**src/rtl/nv_nvdla_cmac_accu_pd_gen_if.sv**
```systemverilog
// rtl/nv_nvdla_cmac_accu_pd_gen_if.sv - register, MAC beat and mac2accu sideband bundle
interface nv_nvdla_cmac_accu_pd_gen_if #(
  parameter int ABUF_AWIDTH = 6,
  parameter int CNT_W       = 13
);
  logic                   reg2dp_op_en;
  logic [ABUF_AWIDTH-1:0] reg2dp_stripe_len_m1;
  logic [CNT_W-1:0]       reg2dp_stripe_num_m1;
  logic [CNT_W-1:0]       reg2dp_group_num_m1;
  logic                   mac_out_pvld;
  logic                   mac2accu_pvld;
  logic [8:0]             mac2accu_pd;
  logic                   layer_done;
  logic                   wait_for_op_en;
  logic                   err_beat_idle;

  // Driver side: register file and MAC array
  modport master (
    output reg2dp_op_en, reg2dp_stripe_len_m1, reg2dp_stripe_num_m1,
           reg2dp_group_num_m1, mac_out_pvld,
    input  mac2accu_pvld, mac2accu_pd, layer_done, wait_for_op_en, err_beat_idle
  );

  // Packet generator side
  modport slave (
    input  reg2dp_op_en, reg2dp_stripe_len_m1, reg2dp_stripe_num_m1,
           reg2dp_group_num_m1, mac_out_pvld,
    output mac2accu_pvld, mac2accu_pd, layer_done, wait_for_op_en, err_beat_idle
  );
endinterface

```
**src/rtl/nv_nvdla_cmac_accu_pd_gen.sv**
```systemverilog
// rtl/nv_nvdla_cmac_accu_pd_gen.sv - mac2accu sideband packet generator with per-layer beat counting
module nv_nvdla_cmac_accu_pd_gen #(
  parameter int ABUF_AWIDTH = 6,
  parameter int CNT_W       = 13
) (
  input  logic                             nvdla_core_clk,
  input  logic                             nvdla_core_rstn,
  nv_nvdla_cmac_accu_pd_gen_if.slave       io
);

  localparam logic [1:0] IDLE = 2'd0;
  localparam logic [1:0] RUN  = 2'd1;
  localparam logic [1:0] DONE = 2'd2;

  logic [1:0]             state;
  logic [ABUF_AWIDTH-1:0] cfg_stripe_len_m1;
  logic [CNT_W-1:0]       cfg_stripe_num_m1;
  logic [CNT_W-1:0]       cfg_group_num_m1;
  logic [ABUF_AWIDTH-1:0] atom_cnt;
  logic [CNT_W-1:0]       stripe_cnt;
  logic [CNT_W-1:0]       group_cnt;
  logic                   pvld_q;
  logic [8:0]             pd_q;
  logic                   layer_done_q;
  logic                   wait_q;
  logic                   err_q;

  logic                   layer_st;
  logic                   accept;
  logic [ABUF_AWIDTH-1:0] eff_len_m1;
  logic [CNT_W-1:0]       eff_num_m1;
  logic [CNT_W-1:0]       eff_grp_m1;
  logic [ABUF_AWIDTH-1:0] cur_atom;
  logic [CNT_W-1:0]       cur_stripe;
  logic [CNT_W-1:0]       cur_group;
  logic                   stripe_st;
  logic                   stripe_end;
  logic                   channel_end;
  logic                   layer_end;

  // A beat landing in the layer_st cycle is the first beat: use live geometry and zeroed counters
  always_comb begin
    layer_st    = (state == IDLE) & wait_q & io.reg2dp_op_en;
    accept      = io.mac_out_pvld & (layer_st | (state == RUN));
    eff_len_m1  = layer_st ? io.reg2dp_stripe_len_m1 : cfg_stripe_len_m1;
    eff_num_m1  = layer_st ? io.reg2dp_stripe_num_m1 : cfg_stripe_num_m1;
    eff_grp_m1  = layer_st ? io.reg2dp_group_num_m1  : cfg_group_num_m1;
    cur_atom    = layer_st ? '0 : atom_cnt;
    cur_stripe  = layer_st ? '0 : stripe_cnt;
    cur_group   = layer_st ? '0 : group_cnt;
    stripe_st   = (cur_atom == '0);
    stripe_end  = (cur_atom == eff_len_m1);
    channel_end = stripe_end & (cur_stripe == eff_num_m1);
    layer_end   = channel_end & (cur_group == eff_grp_m1);
  end

  // Layer FSM and geometry latch
  always_ff @(posedge nvdla_core_clk or negedge nvdla_core_rstn) begin
    if (!nvdla_core_rstn) begin
      state             <= IDLE;
      cfg_stripe_len_m1 <= '0;
      cfg_stripe_num_m1 <= '0;
      cfg_group_num_m1  <= '0;
    end else begin
      if (layer_st) begin
        cfg_stripe_len_m1 <= io.reg2dp_stripe_len_m1;
        cfg_stripe_num_m1 <= io.reg2dp_stripe_num_m1;
        cfg_group_num_m1  <= io.reg2dp_group_num_m1;
      end
      case (state)
        IDLE:    if (layer_st) state <= (accept & layer_end) ? DONE : RUN;
        RUN:     if (accept & layer_end) state <= DONE;
        DONE:    state <= IDLE;
        default: state <= IDLE;
      endcase
    end
  end

  // Atom/stripe/group counters advance on accepted beats and clear at layer boundaries
  always_ff @(posedge nvdla_core_clk or negedge nvdla_core_rstn) begin
    if (!nvdla_core_rstn) begin
      atom_cnt   <= '0;
      stripe_cnt <= '0;
      group_cnt  <= '0;
    end else if (accept) begin
      if (layer_end) begin
        atom_cnt   <= '0;
        stripe_cnt <= '0;
        group_cnt  <= '0;
      end else begin
        atom_cnt   <= stripe_end ? '0 : cur_atom + 1'b1;
        stripe_cnt <= channel_end ? '0 : (stripe_end ? cur_stripe + 1'b1 : cur_stripe);
        group_cnt  <= channel_end ? cur_group + 1'b1 : cur_group;
      end
    end else if (layer_st) begin
      atom_cnt   <= '0;
      stripe_cnt <= '0;
      group_cnt  <= '0;
    end
  end

  // Registered packet and status outputs; pd holds between valid beats
  always_ff @(posedge nvdla_core_clk or negedge nvdla_core_rstn) begin
    if (!nvdla_core_rstn) begin
      pvld_q       <= 1'b0;
      pd_q         <= '0;
      layer_done_q <= 1'b0;
      wait_q       <= 1'b1;
      err_q        <= 1'b0;
    end else begin
      pvld_q       <= accept;
      layer_done_q <= accept & layer_end;
      if (accept)
        pd_q <= {layer_end, channel_end, stripe_end, stripe_st, 5'b0};
      if (accept & layer_end)
        wait_q <= 1'b1;
      else if (layer_st)
        wait_q <= 1'b0;
      if (layer_st)
        err_q <= 1'b0;
      else if (io.mac_out_pvld & (state != RUN))
        err_q <= 1'b1;
    end
  end

  assign io.mac2accu_pvld  = pvld_q;
  assign io.mac2accu_pd    = pd_q;
  assign io.layer_done     = layer_done_q;
  assign io.wait_for_op_en = wait_q;
  assign io.err_beat_idle  = err_q;

endmodule

```
**src/flat_wrapper.sv**
```systemverilog
// flat-port wrapper written by rule: the top's interface ports become plain ports
module nv_nvdla_cmac_accu_pd_gen_flat 
#(
  parameter int ABUF_AWIDTH = 6,
  parameter int CNT_W       = 13
)
  (nvdla_core_clk, nvdla_core_rstn, io_reg2dp_op_en, io_reg2dp_stripe_len_m1, io_reg2dp_stripe_num_m1, io_reg2dp_group_num_m1, io_mac_out_pvld, io_mac2accu_pvld, io_mac2accu_pd, io_layer_done, io_wait_for_op_en, io_err_beat_idle);
  nv_nvdla_cmac_accu_pd_gen_if #(.ABUF_AWIDTH(ABUF_AWIDTH), .CNT_W(CNT_W)) io_i ();
  input  logic nvdla_core_clk;
  input  logic nvdla_core_rstn;
  input wire logic [$bits(io_i.reg2dp_op_en)-1:0] io_reg2dp_op_en;
  input wire logic [$bits(io_i.reg2dp_stripe_len_m1)-1:0] io_reg2dp_stripe_len_m1;
  input wire logic [$bits(io_i.reg2dp_stripe_num_m1)-1:0] io_reg2dp_stripe_num_m1;
  input wire logic [$bits(io_i.reg2dp_group_num_m1)-1:0] io_reg2dp_group_num_m1;
  input wire logic [$bits(io_i.mac_out_pvld)-1:0] io_mac_out_pvld;
  output wire logic [$bits(io_i.mac2accu_pvld)-1:0] io_mac2accu_pvld;
  output wire logic [$bits(io_i.mac2accu_pd)-1:0] io_mac2accu_pd;
  output wire logic [$bits(io_i.layer_done)-1:0] io_layer_done;
  output wire logic [$bits(io_i.wait_for_op_en)-1:0] io_wait_for_op_en;
  output wire logic [$bits(io_i.err_beat_idle)-1:0] io_err_beat_idle;
  assign io_i.reg2dp_op_en = io_reg2dp_op_en;
  assign io_i.reg2dp_stripe_len_m1 = io_reg2dp_stripe_len_m1;
  assign io_i.reg2dp_stripe_num_m1 = io_reg2dp_stripe_num_m1;
  assign io_i.reg2dp_group_num_m1 = io_reg2dp_group_num_m1;
  assign io_i.mac_out_pvld = io_mac_out_pvld;
  assign io_mac2accu_pvld = io_i.mac2accu_pvld;
  assign io_mac2accu_pd = io_i.mac2accu_pd;
  assign io_layer_done = io_i.layer_done;
  assign io_wait_for_op_en = io_i.wait_for_op_en;
  assign io_err_beat_idle = io_i.err_beat_idle;
  nv_nvdla_cmac_accu_pd_gen #(.ABUF_AWIDTH(ABUF_AWIDTH), .CNT_W(CNT_W)) u_core (.nvdla_core_clk(nvdla_core_clk), .nvdla_core_rstn(nvdla_core_rstn), .io(io_i));
endmodule
```
**config.mk**
```make
export PLATFORM = sky130hd
export DESIGN_NAME = nv_nvdla_cmac_accu_pd_gen_flat
export DESIGN_NICKNAME = d
export VERILOG_FILES = /design/src/rtl/nv_nvdla_cmac_accu_pd_gen_if.sv /design/src/rtl/nv_nvdla_cmac_accu_pd_gen.sv /design/src/flat_wrapper.sv
export SDC_FILE = /design/constraint.sdc
export NUM_CORES = 1
export LEC_CHECK = 0
export CAP_MARGIN = 20
export CORE_ASPECT_RATIO = 1.4
export CORE_MARGIN = 2
export CORE_UTILIZATION = 50
export CTS_CLUSTER_SIZE = 24
export DETAILED_ROUTE_END_ITERATION = 6
export PLACE_DENSITY = 0.72
export SLEW_MARGIN = 20
export SYNTH_ARGS = -nofsm -noshare
export SYNTH_HDL_FRONTEND = slang
export SYNTH_SLANG_ARGS = --single-unit
```
**constraint.sdc**
```tcl
create_clock -name nvdla_core_clk -period 4.4 [get_ports nvdla_core_clk]
set_clock_uncertainty 0.1 [all_clocks]
set_input_delay 0.88 -clock nvdla_core_clk [delete_from_list [all_inputs] [get_ports nvdla_core_clk]]
set_output_delay 0.88 -clock nvdla_core_clk [all_outputs]
set_load 0.01 [all_outputs]
```
Figure 1. Close-up of the layout (run 1).
The bar under the picture is 10 um long. Region (20, 13) to (60, 53) um. Cells in gray, sequential cells in the stronger gray; small squares are vias.
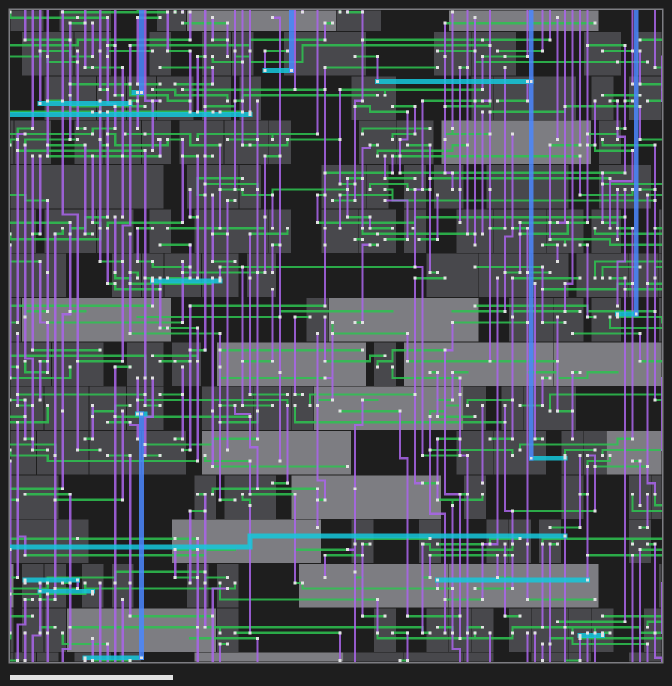
- purple: metal 2
- green: metal 1
- cyan: metal 3
- blue: metal 4
- most frequent: nand2_1 (43), xor2_1 (14), dfrtp_1 (13)
- sequential cells in the window: 13
- netlist names of flops here include: u_core.cfg_group_num_m1 (6), u_core.stripe_cnt (3), u_core.cfg_stripe_num_m1 (2)
- cells with their middle in the window: 135

Figure 2. M2 wires (run 1).
The bar under the picture is 20 um long. Cells faint in the background.
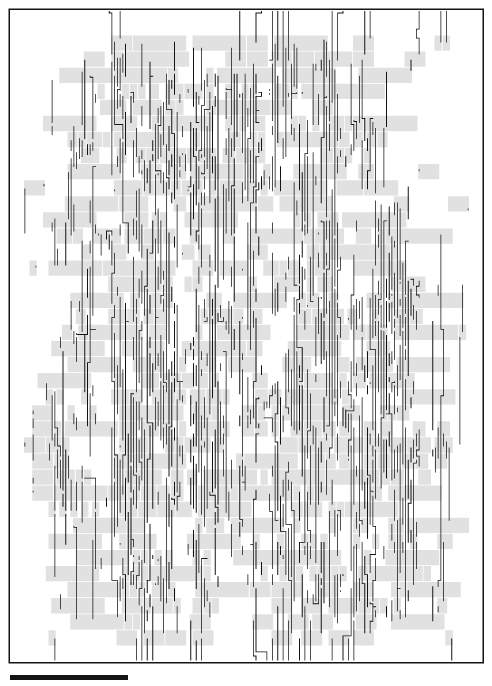
- longest straight run: 43.7 um
- wire length on this layer: 5110 um
- main direction: vertical
- share of all routed wire: 53%
Vias: 3501
met2 Resource Use GR: 42.3%

Figure 3. Congestion heat map (run 1).
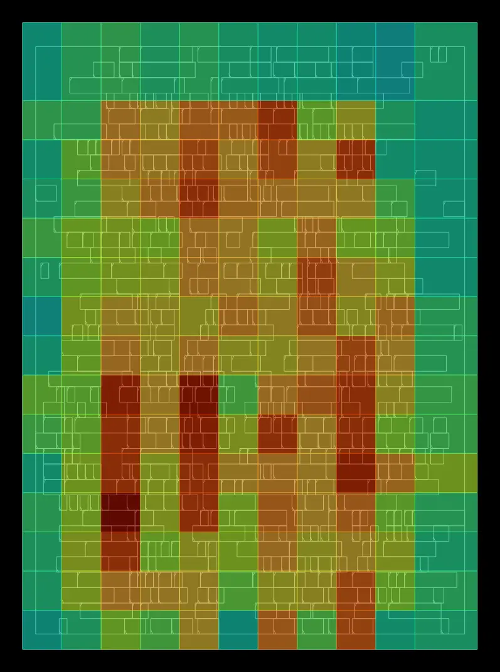
GRT met3 Usage: 3.75%
met1 usage: 29.2%

==> flow_summary.ini, run 1 <==
; synthesis and place-and-route metrics
[run_status]
outcome = finished, final reports clean

[synthesis]
yosysUniqueCellTypes = 53
yosys.stat.seqShare_pct = 45.9
yosys.area_share.aoi_pct = 12.8
synthCells = 466
top_logic_kind = simple AND/OR/NAND/NOR gates
yosys-stat-cells = 466
synth.area.top_cells = dfrtp_1 (45%), nand2_1 (12%), xor2_1 (3.9%)
simple_gate_area_share_pct = 29.1
common_cells = nand2_1 (131), dfrtp_1 (73), nand3_1 (26), nor3_1 (19), xor2_1 (18)
mux_area_share_pct = 0.248
top_cell_area_share_pct = 45.2
synth-async-reset-ratio_pct = 100

[finish]
clock_tree_area_fraction_pct = 4.67
seq_share_pct = 38.8
nNonClkInverters = 14
flop-count = 74
fin_cells = 611
syn_to_final_growth_pct = 18.2
logic_area_mm2 = 0.00201
n_antenna_cell = 0
clkbuf_count = 14
fillerInstances = 701

[global_routing]
busiest_layer = met2
grt_max_degree = 35
grtUsageTotal_pct = 24.2
grt_pass1_wl_um = 16300
grt_pass1_vias = 3450

[final_timing]
post-route-min-period_ns = 3.47
clock.fmax_mhz = 288
fin_crit_sh_pct = 78.9

[setup_path]
cp.depth = 7
regToRegSetupSlack_ns = 1.43
crit_family = simple AND/OR/NAND/NOR gates
path_class = in2reg
endpoint = u_core.group_cnt[11]
cp_max_fo = 22
reg2reg_from = u_core.io.wait_for_op_en
start_kind = primary input
end_kind = flip-flop
path_cells = clkdlybuf4s50_1, and4bb_2, buf_4, nand4_1, a22o_1, nand3_1, o32ai_1
path_buffers = 2

[power_and_ir_drop]
power.density_mw_per_mm2 = 279
seq_power_uw = 680
top_power_group = registers
pg_clk_uw = 596
power_uw = 1330
comb_power_uw = 54.2
cellLeakagePower_uw = 0.00223
p_comb_share_pct = 4.1
ir_drop_mv = 0.179

[drt]
wl_met1_um = 4000
firstDrtPassIters = 6
wl_per_cell_um = 15.9
route.met2.wl_um = 5110

[die]
fp.dieW_um = 79.9
fp_util_pct = 51.8
die_h_um = 110
boundaryPins = 49
core_area_mm2 = 0.00780

[clock_network]
clockBufferDepth = 2
cts_resized = 0
tritoncts = built
path_clk_slew_ns = 0.08

[placed_design]
dp_cells = 595
hpwlAfterDp_um = 7030
io_buffers = 43

[job]
warnings = 27
maxCapViolCount = 0
Figure 4. Drive-strength map (run 1).
The bar under the picture is 20 um long.
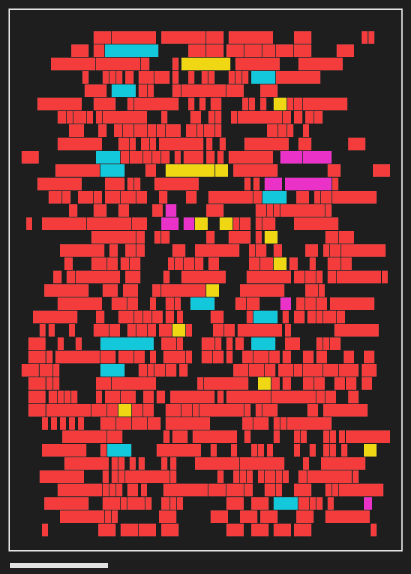

==> run 1 -> run 2 <==
Clock period 4.4 ns to 3.3 ns, I/O delays scaled along.
Figure 5. Drive-strength map (run 2).
The bar under the picture is 20 um long.
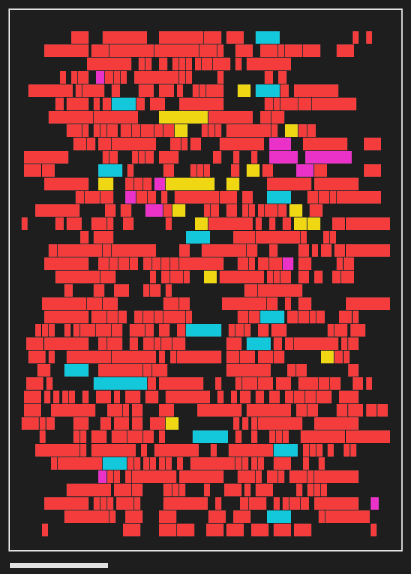
- cyan: _6 and larger (cells 15; share 2.9%)
- magenta: _2 cells (cells 11; share 2.1%)
- red: _0 and _1 cells (cells 473; share 92%)
- yellow: _3 and _4 cells (cells 16; share 3.1%)

==> flow_summary.ini, run 2 <==
; synthesis and place-and-route metrics
[finish]
clkbuf_count = 12
logic_area_mm2 = 0.00201
clock_tree_area_fraction_pct = 4.44
syn_to_final_growth_pct = 19.4
nNonClkInverters = 14
fillerInstances = 682
fin_cells = 615
seq_share_pct = 38.4
n_antenna_cell = 0

[power_and_ir_drop]
comb_power_uw = 73.9
p_comb_share_pct = 4.3
pg_clk_uw = 746
seq_power_uw = 906
power.density_mw_per_mm2 = 358
top_power_group = registers
cellLeakagePower_uw = 0.00226
ir_drop_mv = 0.268

[drt]
wl_per_cell_um = 15.8
vias = 3469

[job]
warnings = 27

[clock_network]
cts_resized = 0
tritoncts = built

[setup_path]
crit_family = buffers and inverters
cp.depth = 9
start_kind = primary input
path_class = in2reg
endpoint = u_core.group_cnt[11]
end_kind = flip-flop

[global_routing]
grt_pass1_wl_um = 16400
grt_pass1_vias = 3346
grt_max_degree = 51
met2_usage_pct = 41.1
grtUsageTotal_pct = 24.0

[synthesis]
yosys-stat-cells = 466
synth-async-reset-ratio_pct = 100
top_logic_kind = simple AND/OR/NAND/NOR gates
yosys.area_share.aoi_pct = 12.8
top_cell_area_share_pct = 45.2
synthCells = 466

[die]
boundaryPins = 49
fp_util_pct = 51.8

[placed_design]
hpwlAfterDp_um = 6970
dp_cells = 599

[final_timing]
clock.fmax_mhz = 343
post-route-min-period_ns = 2.92

[run_status]
outcome = finished, final reports clean
Figure 6. Close-up of the layout (run 2).
The bar under the picture is 10 um long. Region (20, 13) to (60, 53) um. Cells in gray, sequential cells in the stronger gray; small squares are vias.
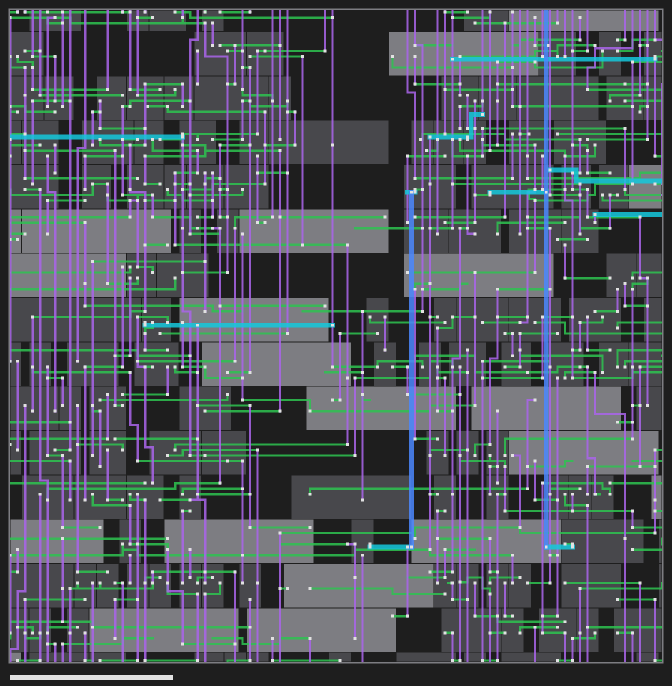
- cyan: metal 3
- green: metal 1
- purple: metal 2
- blue: metal 4
- sequential cells in the window: 16
- most frequent: nand2_1 (39), dfrtp_1 (16), xor2_1 (12)
- netlist names of flops here include: u_core.cfg_group_num_m1 (7), u_core.stripe_cnt (5), u_core.cfg_stripe_num_m1 (3)
- cells with their middle in the window: 126

Figure 7. M2 wires (run 2).
The bar under the picture is 20 um long. Cells faint in the background.
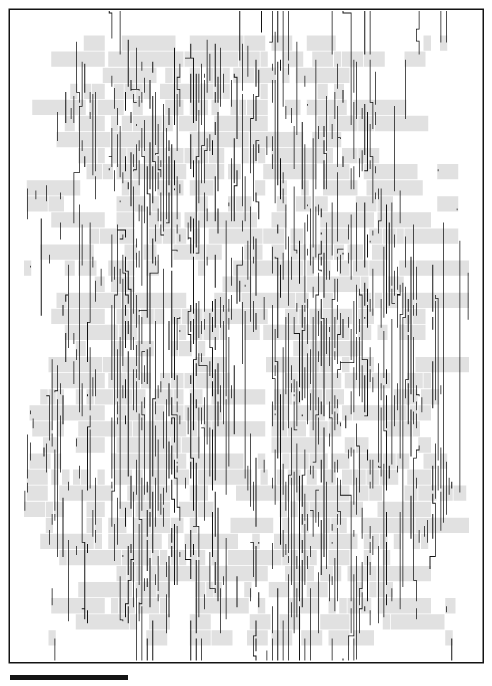

==> run 2 -> run 3 <==
Settings changed: GPL_ROUTABILITY_DRIVEN set to 0.
Figure 8. M2 wires (run 3).
The bar under the picture is 20 um long. Cells faint in the background.
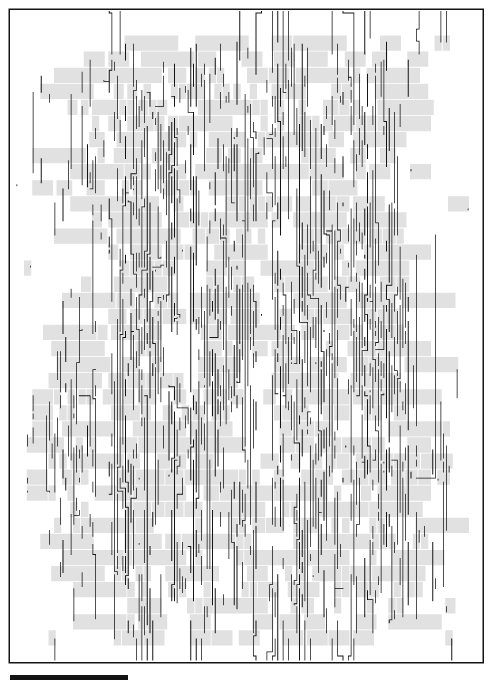
- wire length on this layer: 4960 um
- share of all routed wire: 51%
- nets with wire on the layer: 463

==> flow_summary.ini, run 3 <==
; synthesis and place-and-route metrics
[run_status]
outcome = finished, final reports clean

[setup_path]
path_class = in2reg
crit_family = buffers and inverters
start_kind = primary input
endpoint = u_core.group_cnt[12]
cp.depth = 8
end_kind = flip-flop

[power_and_ir_drop]
top_power_group = registers
cellLeakagePower_uw = 0.00225
pg_clk_uw = 706
seq_power_uw = 906
ir_drop_mv = 0.317
comb_power_uw = 73.7
power.density_mw_per_mm2 = 351
p_comb_share_pct = 4.4

[finish]
seq_share_pct = 38.6
comb_area_share_pct = 41.9
nNonClkInverters = 14
n_antenna_cell = 0
fin_util_pct = 61.6
postLayoutCellArea_mm2 = 0.00480
clock_tree_area_fraction_pct = 3.93
logic_area_mm2 = 0.00201
clkbuf_count = 13
syn_to_final_growth_pct = 19.0
fin_cells = 618
fillerInstances = 716

[drt]
wl_per_cell_um = 15.7
vias = 3500

[global_routing]
grtUsageTotal_pct = 24.2
met2_usage_pct = 42.1
grt_pass1_wl_um = 16500
grt_max_degree = 52
grt_pass1_vias = 3474
busiest_layer = met2

[die]
boundaryPins = 49
num_tap_cells = 100

[placed_design]
hpwlAfterDp_um = 7140
dp_cells = 602

[final_timing]
post-route-min-period_ns = 2.91
clock.fmax_mhz = 344

[clock_network]
tritoncts = built
root_buffer = clkbuf_8
cts_resized = 0

[synthesis]
synthCells = 466
top_logic_kind = simple AND/OR/NAND/NOR gates
yosys.area_share.aoi_pct = 12.8
yosys_most_used_dff = dfrtp_1
yosys-stat-cells = 466
yosys.stat.seqShare_pct = 45.9
synth-async-reset-ratio_pct = 100
top_cell_area_share_pct = 45.2

[job]
maxCapViolCount = 0
warnings = 27
Figure 9. Signal wires on met1 (run 3).
The bar under the picture is 20 um long. Supply wires on this layer in gray. Cells faint in the background.
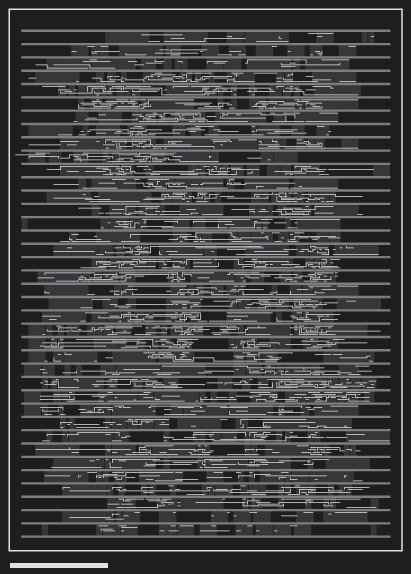
- main direction: horizontal
- longest straight run: 22.5 um
- share of all routed wire: 43%

